<file path="config.mk">
export PLATFORM = sky130hd
export DESIGN_NAME = decode_stage
export DESIGN_NICKNAME = d
export VERILOG_FILES = /design/src/rtl/decode_pkg.sv /design/src/rtl/decode_comb.sv /design/src/rtl/decode_stage.sv
export SDC_FILE = /design/constraint.sdc
export NUM_CORES = 1
export LEC_CHECK = 0
export CAP_MARGIN = 20
export CORE_ASPECT_RATIO = 1.4
export CORE_MARGIN = 8
export CORE_UTILIZATION = 50
export DETAILED_ROUTE_END_ITERATION = 7
export GPL_TIMING_DRIVEN = 1
export HOLD_SLACK_MARGIN = 0.08
export PLACE_DENSITY = 0.87
export SLEW_MARGIN = 40
export SYNTH_ARGS = -nofsm -noshare
export SYNTH_HDL_FRONTEND = slang
export SYNTH_HIERARCHICAL = 1
export SYNTH_SLANG_ARGS = --single-unit
</file>
<file path="constraint.sdc">
create_clock -name clk -period 4.1 [get_ports clk]
set_input_delay 1.025 -clock clk [delete_from_list [all_inputs] [get_ports clk]]
set_output_delay 1.025 -clock clk [all_outputs]
set_load 0.02 [all_outputs]
</file>
<file path="src/rtl/decode_pkg.sv">
// Shared decode definitions: field widths, instruction classes, opcode ranges.
package decode_pkg;

    localparam int unsigned OP_W = 6;

    typedef enum logic [2:0] {
        CLS_NONE = 3'd0,
        CLS_R    = 3'd1,
        CLS_I    = 3'd2,
        CLS_B    = 3'd3,
        CLS_M    = 3'd4,
        CLS_ILL  = 3'd5
    } cls_e;

    typedef enum logic [1:0] {
        OCC_EMPTY = 2'd0,
        OCC_ONE   = 2'd1,
        OCC_FULL  = 2'd2
    } occ_e;

    localparam logic [OP_W-1:0] R_LO = 6'd1;
    localparam logic [OP_W-1:0] R_HI = 6'd15;
    localparam logic [OP_W-1:0] I_LO = 6'd16;
    localparam logic [OP_W-1:0] I_HI = 6'd23;
    localparam logic [OP_W-1:0] B_LO = 6'd24;
    localparam logic [OP_W-1:0] B_HI = 6'd27;
    localparam logic [OP_W-1:0] M_LO = 6'd28;
    localparam logic [OP_W-1:0] M_HI = 6'd47;

    // Map an opcode to its class; anything outside the defined ranges is illegal.
    function automatic cls_e classify(input logic [OP_W-1:0] op);
        if (op >= R_LO && op <= R_HI) return CLS_R;
        if (op >= I_LO && op <= I_HI) return CLS_I;
        if (op >= B_LO && op <= B_HI) return CLS_B;
        if (op >= M_LO && op <= M_HI) return CLS_M;
        return CLS_ILL;
    endfunction

endpackage

</file>
<file path="src/rtl/decode_comb.sv">
// Combinational instruction decode into a packed record.
module decode_comb
    import decode_pkg::*;
#(
    parameter int unsigned INSTR_W  = 32,
    parameter int unsigned REG_AW   = 5,
    parameter int unsigned IMM_W    = 16,
    parameter int unsigned DATA_W   = 32,
    parameter bit          SIGN_EXT = 1'b1,
    localparam int unsigned REC_W   = 3 + OP_W + 4 * REG_AW + 3 + DATA_W
) (
    input  logic [INSTR_W-1:0] code_i,
    output logic [REC_W-1:0]   rec_o
);

    typedef struct packed {
        cls_e              cls;
        logic [OP_W-1:0]   op;
        logic [REG_AW-1:0] rd;
        logic [REG_AW-1:0] rs1;
        logic [REG_AW-1:0] rs2;
        logic [REG_AW-1:0] shamt;
        logic              rd_en;
        logic              rs1_en;
        logic              rs2_en;
        logic [DATA_W-1:0] imm;
    } dec_t;

    localparam int unsigned FA_HI = INSTR_W - OP_W - 1;

    logic [OP_W-1:0]   op;
    logic [REG_AW-1:0] f_a, f_b, f_c, f_s;
    logic [IMM_W-1:0]  imm_raw;
    logic [DATA_W-1:0] imm_ext;
    dec_t              dec;

    assign op      = code_i[INSTR_W-1 -: OP_W];
    assign f_a     = code_i[FA_HI -: REG_AW];
    assign f_b     = code_i[FA_HI - REG_AW -: REG_AW];
    assign f_c     = code_i[FA_HI - 2 * REG_AW -: REG_AW];
    assign f_s     = code_i[FA_HI - 3 * REG_AW -: REG_AW];
    assign imm_raw = code_i[IMM_W-1:0];

    // Sign- or zero-extend the raw immediate to the data width.
    always_comb begin
        imm_ext = {DATA_W{SIGN_EXT & imm_raw[IMM_W-1]}};
        imm_ext[IMM_W-1:0] = imm_raw;
    end

    // Class-dependent field routing; unused fields stay at zero.
    always_comb begin
        dec     = '0;
        dec.cls = classify(op);
        dec.op  = op;
        case (dec.cls)
            CLS_R: begin
                dec.rd     = f_a;
                dec.rs1    = f_b;
                dec.rs2    = f_c;
                dec.shamt  = f_s;
                dec.rd_en  = 1'b1;
                dec.rs1_en = 1'b1;
                dec.rs2_en = 1'b1;
            end
            CLS_I: begin
                dec.rd     = f_a;
                dec.rs1    = f_b;
                dec.imm    = imm_ext;
                dec.rd_en  = 1'b1;
                dec.rs1_en = 1'b1;
            end
            CLS_B: begin
                dec.rs1    = f_a;
                dec.rs2    = f_b;
                dec.rd     = f_a;
                dec.imm    = imm_ext;
                dec.rd_en  = 1'b1;
                dec.rs1_en = 1'b1;
                dec.rs2_en = 1'b1;
            end
            CLS_M: begin
                dec.rs1    = f_a;
                dec.rs2    = f_b;
                dec.imm    = imm_ext;
                dec.rs1_en = 1'b1;
                dec.rs2_en = 1'b1;
            end
            default: begin
                dec.cls = CLS_ILL;
            end
        endcase
    end

    assign rec_o = dec;

endmodule

</file>
<file path="src/rtl/decode_stage.sv">
// Decode stage: combinational decode feeding a 2-entry skid FIFO, plus an illegal-instruction counter.
module decode_stage
    import decode_pkg::*;
#(
    parameter int unsigned INSTR_W  = 32,
    parameter int unsigned REG_AW   = 5,
    parameter int unsigned IMM_W    = 16,
    parameter int unsigned DATA_W   = 32,
    parameter bit          SIGN_EXT = 1'b1
) (
    input  logic               clk,
    input  logic               rst_n,
    input  logic               in_valid,
    output logic               in_ready,
    input  logic [INSTR_W-1:0] in_code,
    input  logic               flush,
    output logic               out_valid,
    input  logic               out_ready,
    output logic [2:0]         out_class,
    output logic [5:0]         out_op,
    output logic [REG_AW-1:0]  out_rd,
    output logic [REG_AW-1:0]  out_rs1,
    output logic [REG_AW-1:0]  out_rs2,
    output logic               out_rd_en,
    output logic               out_rs1_en,
    output logic               out_rs2_en,
    output logic [REG_AW-1:0]  out_shamt,
    output logic [DATA_W-1:0]  out_imm,
    output logic [15:0]        ill_cnt
);

    localparam int unsigned REC_W = 3 + OP_W + 4 * REG_AW + 3 + DATA_W;

    typedef struct packed {
        cls_e              cls;
        logic [OP_W-1:0]   op;
        logic [REG_AW-1:0] rd;
        logic [REG_AW-1:0] rs1;
        logic [REG_AW-1:0] rs2;
        logic [REG_AW-1:0] shamt;
        logic              rd_en;
        logic              rs1_en;
        logic              rs2_en;
        logic [DATA_W-1:0] imm;
    } dec_t;

    logic [REC_W-1:0] rec;
    dec_t             dec;
    occ_e             state_q, state_d;
    dec_t             ent0_q, ent0_d, ent1_q, ent1_d;
    logic             in_ready_q, out_valid_q;
    logic [15:0]      ill_cnt_q, ill_cnt_d;
    logic             in_xfer, out_xfer;

    decode_comb #(
        .INSTR_W  (INSTR_W),
        .REG_AW   (REG_AW),
        .IMM_W    (IMM_W),
        .DATA_W   (DATA_W),
        .SIGN_EXT (SIGN_EXT)
    ) u_decode_comb (
        .code_i (in_code),
        .rec_o  (rec)
    );

    assign dec = rec;

    // Occupancy next-state, entry movement and illegal counter update.
    always_comb begin
        state_d   = state_q;
        ent0_d    = ent0_q;
        ent1_d    = ent1_q;
        ill_cnt_d = ill_cnt_q;
        in_xfer   = in_valid && in_ready_q && !flush;
        out_xfer  = out_valid_q && out_ready;

        if (in_xfer && dec.cls == CLS_ILL && ill_cnt_q != 16'hFFFF) begin
            ill_cnt_d = ill_cnt_q + 16'd1;
        end

        if (flush) begin
            state_d = OCC_EMPTY;
            ent0_d  = '0;
            ent1_d  = '0;
        end else begin
            case (state_q)
                OCC_EMPTY: begin
                    if (in_xfer) begin
                        ent0_d  = dec;
                        state_d = OCC_ONE;
                    end
                end
                OCC_ONE: begin
                    if (in_xfer && out_xfer) begin
                        ent0_d = dec;
                    end else if (in_xfer) begin
                        ent1_d  = dec;
                        state_d = OCC_FULL;
                    end else if (out_xfer) begin
                        ent0_d  = '0;
                        state_d = OCC_EMPTY;
                    end
                end
                OCC_FULL: begin
                    if (out_xfer) begin
                        ent0_d  = ent1_q;
                        ent1_d  = '0;
                        state_d = OCC_ONE;
                    end
                end
                default: begin
                    state_d = OCC_EMPTY;
                    ent0_d  = '0;
                    ent1_d  = '0;
                end
            endcase
        end
    end

    // State, entries, handshake flags and counter registers.
    always_ff @(posedge clk or negedge rst_n) begin
        if (!rst_n) begin
            state_q     <= OCC_EMPTY;
            ent0_q      <= '0;
            ent1_q      <= '0;
            in_ready_q  <= 1'b1;
            out_valid_q <= 1'b0;
            ill_cnt_q   <= '0;
        end else begin
            state_q     <= state_d;
            ent0_q      <= ent0_d;
            ent1_q      <= ent1_d;
            in_ready_q  <= (state_d != OCC_FULL);
            out_valid_q <= (state_d != OCC_EMPTY);
            ill_cnt_q   <= ill_cnt_d;
        end
    end

    assign in_ready   = in_ready_q;
    assign out_valid  = out_valid_q;
    assign out_class  = ent0_q.cls;
    assign out_op     = ent0_q.op;
    assign out_rd     = ent0_q.rd;
    assign out_rs1    = ent0_q.rs1;
    assign out_rs2    = ent0_q.rs2;
    assign out_rd_en  = ent0_q.rd_en;
    assign out_rs1_en = ent0_q.rs1_en;
    assign out_rs2_en = ent0_q.rs2_en;
    assign out_shamt  = ent0_q.shamt;
    assign out_imm    = ent0_q.imm;
    assign ill_cnt    = ill_cnt_q;

endmodule
</file>
run_1/clock_map.png
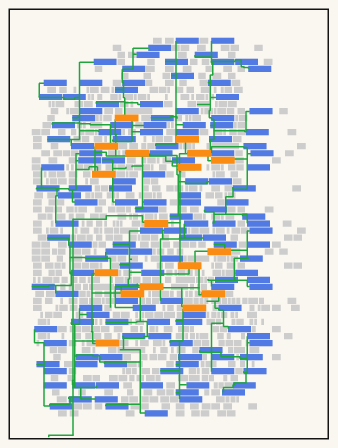
- clock wires: green (length 1760 µm)
- flip-flops: blue (count 148)
- cells driving clock nets: orange (count 17)
- routed clock nets: 18

run_1/cell_classes.png
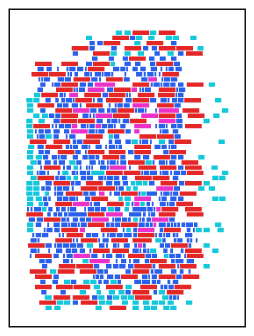
- flip-flops: red (cells 148; share of their area 39%)
- clock drivers and dummy loads: magenta (cells 32; share of their area 6.5%)
- all other logic: blue (cells 528; share of their area 41%)
- other buffers and delay cells: cyan (cells 140; share of their area 14%)

==> results.txt, run 1 <==
status: completed
CTS hold repair buffers: 0
Seq share, synth: 0.464
fin. max-slew vios: 0
Hold Path Sink: out_shamt[1]
RSZ-0062 raised after global routing: no
cell accounting for the most synthesized area: dfrtp_1
worst min path class: register to register
CP top delay family: simple AND/OR/NAND/NOR gates
Die H: 166 µm
number of buffers created by CTS: 17
worst slew pin tran: 0.750 ns
H-tree level count: 4
area fraction in mux cells: 0.167
Die ar.: 20300 µm²
Tool Warnings: 26
Late-Pin Clk Latency: 0.42 ns
CTS root buf: clkbuf_16
Max rail drop VDD: 0.281 mV
final hold viol count: 0
Simple-Gate Fraction of Synth Area: 0.102
WP buf/inv: 2
CP max-delay cell: or4_1
starting DRC count in detailed routing: 249
DRT antenna net count: 0
Worst Setup End Kind: register
Slew Limit Headroom: 0.500
AO/OA Area Share: 0.170
Via density: 5.82
Netlist cell types: 48
Top logic family: AND-OR/OR-AND gates
first-pass GRT wire length: 32500 µm
Residual DRC: 0
clk_skew: 0.0119 ns
Static Leakage: 4.16 nW
Core Rows: 54
XORs/XNORs by Area: 0.0110
run_1/metal_stack.png
Two of the layers only.
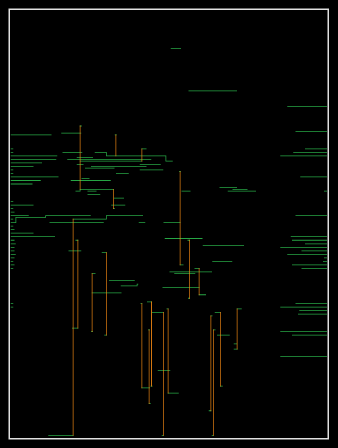
- met4: orange (wire length 581 µm)
- met3: green (wire length 976 µm)
total track usage: 0.202
drt wl/cell: 19.3 µm
WL final: 20100 µm
Vias: 6073

[run 1: cell type report]
type,instances,area share
clock buffer,19,0.0460
clock inverter,13,0.0174
inverter,68,0.0259
multi-input combinational,460,0.371
sequential,148,0.377
tap,196,0.0249
timing repair buffer,140,0.138
[run 1: routing by layer]
| metal | GRT usage | up-vias | share of wire |
|---|---|---|---|
| li1 | - | 2825 | - |
| met1 | 0.246 | 3023 | 0.42 |
| met2 | 0.342 | 181 | 0.50 |
| met3 | 0.0367 | 44 | 0.048 |
| met4 | 0.0878 | 0 | 0.029 |
| met5 | 0 | - | 0 |
[run 1: report_power, final]
group          total (W)  internal, W  switching (W)
clock network    0.00163      0.00100       0.000632
registers        0.00163      0.00154      0.0000897
logic           0.000725     0.000313       0.000412
total            0.00399      0.00285        0.00113
==> run 2, diff against run 1 <==
--- a/config.mk
+++ b/config.mk
@@ -12,7 +12,7 @@
 export DETAILED_ROUTE_END_ITERATION = 7
 export GPL_TIMING_DRIVEN = 1
 export HOLD_SLACK_MARGIN = 0.08
-export PLACE_DENSITY = 0.87
+export PLACE_DENSITY = 0.9
 export SLEW_MARGIN = 40
 export SYNTH_ARGS = -nofsm -noshare
 export SYNTH_HDL_FRONTEND = slang
==> constraint.sdc (replaced) <==
create_clock -name clk -period 2.9 [get_ports clk]
set_input_delay 0.725 -clock clk [delete_from_list [all_inputs] [get_ports clk]]
set_output_delay 0.725 -clock clk [all_outputs]
set_load 0.02 [all_outputs]
==> results.txt, run 2 <==
status: completed
Residual DRC: 0 (unchanged)
DRT antenna net count: 0 (unchanged)
Layout Utilization: 0.649
CTS root buf: clkbuf_16
Max-area cell class: combinational gates
Vias: 6315 (+4.0%)
non-clk buf share: 0.162 (+0.0237)
Die H: 166 µm (unchanged)
gr busiest metal: met2
M1 GR Usage: 0.255 (+0.00837)
worst slew pin tran: 0.793 ns (+0.0436 ns)
fin. max-slew vios: 0 (unchanged)
met2 Usage GRT: 0.367 (+0.0253)
RSZ-0062 raised after global routing: no
Sum Neg Setup Slack: 0 ns
clk tree area frac: 0.0529 (-0.0105)
Comb area share: 0.369 (-0.00198)
drt wl/cell: 20.1 µm (+4.5%)
total track usage: 0.214 (+0.0120)
FFs & Latches: 148 (unchanged)
Late-Pin Clk Latency: 0.42 ns (about the same)
Seq share, synth: 0.464 (unchanged)
M3 GR Usage: 0.0381 (+0.00136)
top sig layer: met4
inverter count: 68 (unchanged)
tap cells: 196 (unchanged)
#MultiIn Comb: 460 (unchanged)
Non-clock buffers: 163 (+16%)
met3 wire length: 1010 µm (+3.8%)
Die ar.: 20300 µm² (unchanged)
Core Rows: 54 (unchanged)
Via density: 5.91 (+1.6%)
Worst Setup End Kind: register
clkbuf count: 18 (-1)
Largest Register: ent1_q
Static Leakage: 4.32 nW (+3.8%)
cell accounting for the most synthesized area: dfrtp_1
number of buffers created by CTS: 17 (unchanged)
worst min path class: primary input to asynchronous set/reset pin
final hold viol count: 0 (unchanged)
CTS hold repair buffers: 0 (unchanged)
M1 WL: 8650 µm (+2.2%)
-- run 2: cell counts after synthesis --
Identical to the previous run, type by type.
-- run 2: power by group --
part           switching (W)  internal (W)  total, W
clock               0.000905       0.00110   0.00201
combinational       0.000627      0.000488   0.00111
sequential          0.000113       0.00218   0.00229
-- run 2: cell families after synthesis --
logic type	share of synthesized area
muxes	0.167
adders and majority gates	0.00157
and+or+nand+nor	0.102
DFF	0.464
AOI/OAI and AO/OA	0.170
buffers and inverters	0.0838
xor gates and xnor gates	0.0110
-- run 2: worst max-delay path: stages --
cell,delay [ns]
clkdlybuf4s15_1,0.18
or4_4,0.56
o21a_4,0.25
inv_4,0.06
nand4bb_4,0.13
or4_4,0.57
nor4_4,0.31
mux2_4,0.33
run_2/cell_classes.png
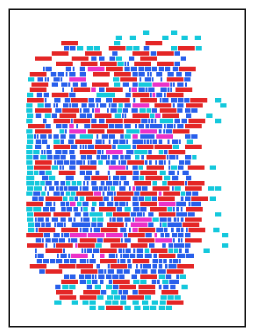
- other buffers and delay cells: cyan (cells 163; share of their area 17%)
- clock drivers and dummy loads: magenta (cells 32; share of their area 5.4%)
- flip-flops: red (cells 148; share of their area 38%)
- all other logic: blue (cells 528; share of their area 40%)
Seq/total area: 0.366
fin area: 10100 µm²

==> run 3, diff against run 2 <==
--- a/config.mk
+++ b/config.mk
@@ -8,11 +8,11 @@
 export CAP_MARGIN = 20
 export CORE_ASPECT_RATIO = 1.4
 export CORE_MARGIN = 8
-export CORE_UTILIZATION = 50
+export CORE_UTILIZATION = 35
 export DETAILED_ROUTE_END_ITERATION = 7
 export GPL_TIMING_DRIVEN = 1
 export HOLD_SLACK_MARGIN = 0.08
-export PLACE_DENSITY = 0.9
+export PLACE_DENSITY = 0.7
 export SLEW_MARGIN = 40
 export SYNTH_ARGS = -nofsm -noshare
 export SYNTH_HDL_FRONTEND = slang
==> results.txt, run 3 <==
cell accounting for the most synthesized area: dfrtp_1
Period minus WS final: 2.83 ns
vias in the first global route: 6219
Core Rows: 65 (+20%)
DRT antenna net count: 0 (unchanged)
status: completed
Cell Chain, Critical Path: dlygate4sd2_1 -> or4_4 -> o21a_4 -> inv_4 -> nand4bb_4 -> or4_4 -> buf_4 -> nor3_4 -> mux2_2
CP most frequent cell: or4_4
total track usage: 0.162 (-0.0518)
gr busiest metal: met2
fa+ha+maj area frac: 0.00157 (unchanged)
Die ar.: 28000 µm² (+38%)
final hold viol count: 0 (unchanged)
area fraction in mux cells: 0.167 (unchanged)
Die H: 195 µm (+18%)
CP max-delay cell: or4_4
synthesized area: 7990 µm²
worst min path class: primary input to asynchronous set/reset pin
fin. max-slew vios: 0 (unchanged)
clock network power share: 0.410 (+0.039)
Sw Ratio: 0.296 (-0.00750)
M1 WL: 9670 µm (+12%)
Vias: 6078 (-3.8%)
sequential power: 0.00229 W (about the same)
Logic power comb: 0.00110 W (about the same)
Top logic family: AND-OR/OR-AND gates
Levels on crit path: 9 (+1)
Static Leakage: 4.32 nW (about the same)
RSZ-0062 raised after global routing: no
Worst Setup End Kind: register
sequential share of power: 0.399 (-0.024)
Clock group: 0.00235 W (+17%)
number of buffers created by CTS: 17 (unchanged)
Via density: 5.20 (-12%)
AO/OA Area Share: 0.170 (unchanged)
Largest Register: ent1_q
CTS root buf: clkbuf_16
CP top delay family: simple AND/OR/NAND/NOR gates
Largest Pwr Group: the clock network
Late-Pin Clk Latency: 0.43 ns (about the same)
Logic pwr share: 0.191 (-0.015)
WP buf/inv: 3 (+1)
Seq share, synth: 0.464 (unchanged)
met2 Usage GRT: 0.279 (-0.0881)
fin area: 10300 µm² (+1.5%)
Simple-Gate Fraction of Synth Area: 0.102 (unchanged)
Residual DRC: 0 (unchanged)
drt wl/cell: 19.0 µm (-5.7%)
==> run 3: stage by stage <==
| step | utilization | power [W] | hold slack, ns |
|---|---|---|---|
| global route | 0.458 | 0.00597 | 0.304 |
| CTS | 0.457 | 0.00578 | 0.293 |
| global placement | 0.429 | 0.00342 | 0.490 |
| floorplan | - | 0.00295 | 0.429 |
| finish | 0.458 | 0.00573 | 0.279 |
| detailed placement | 0.429 | 0.00344 | 0.493 |
==> run 3: cell type report <==
cell class                      instances  share of cell area
Inverter                               68              0.0251
Tap cell                              301              0.0367
Clock inverter                         15              0.0188
Sequential cell                       148               0.361
Timing Repair Buffer                  160               0.157
Clock buffer                           17              0.0414
Multi-Input combinational cell        460               0.360
run_3/clock_map.png
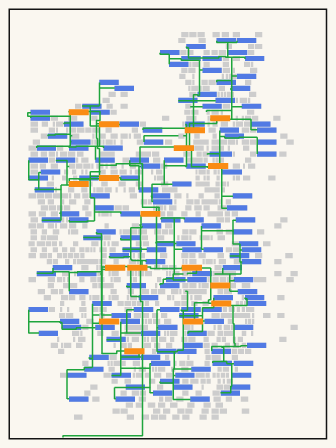
- flip-flops: blue (count 148)
- clock wires: green (length 2070 µm)
- cells driving clock nets: orange (count 17)
- routed clock nets: 18


## Gallery

Routing congestion map.
shot_01.png
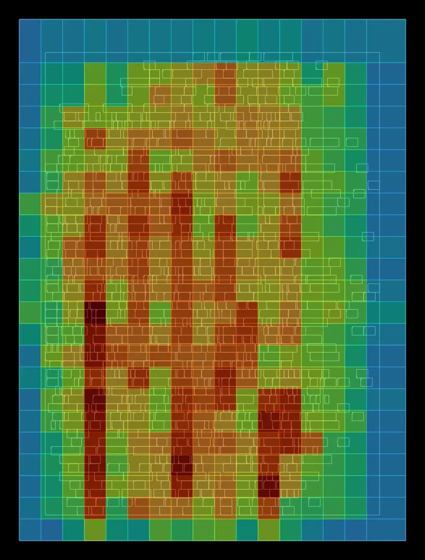
shot_02.png
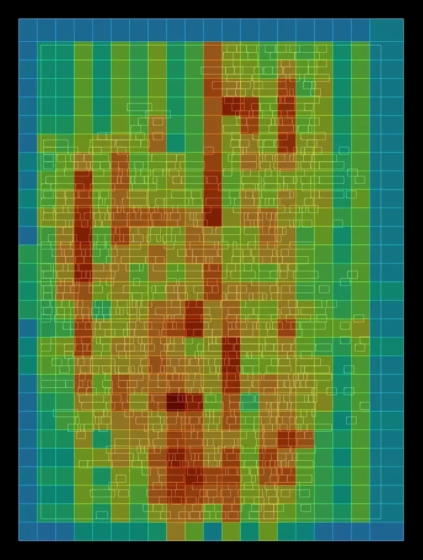
shot_02.png -> run 3
shot_01.png -> run 1
- highest track usage: shot_01.png

No activity file was given, so power comes from the tool's default toggle rates.
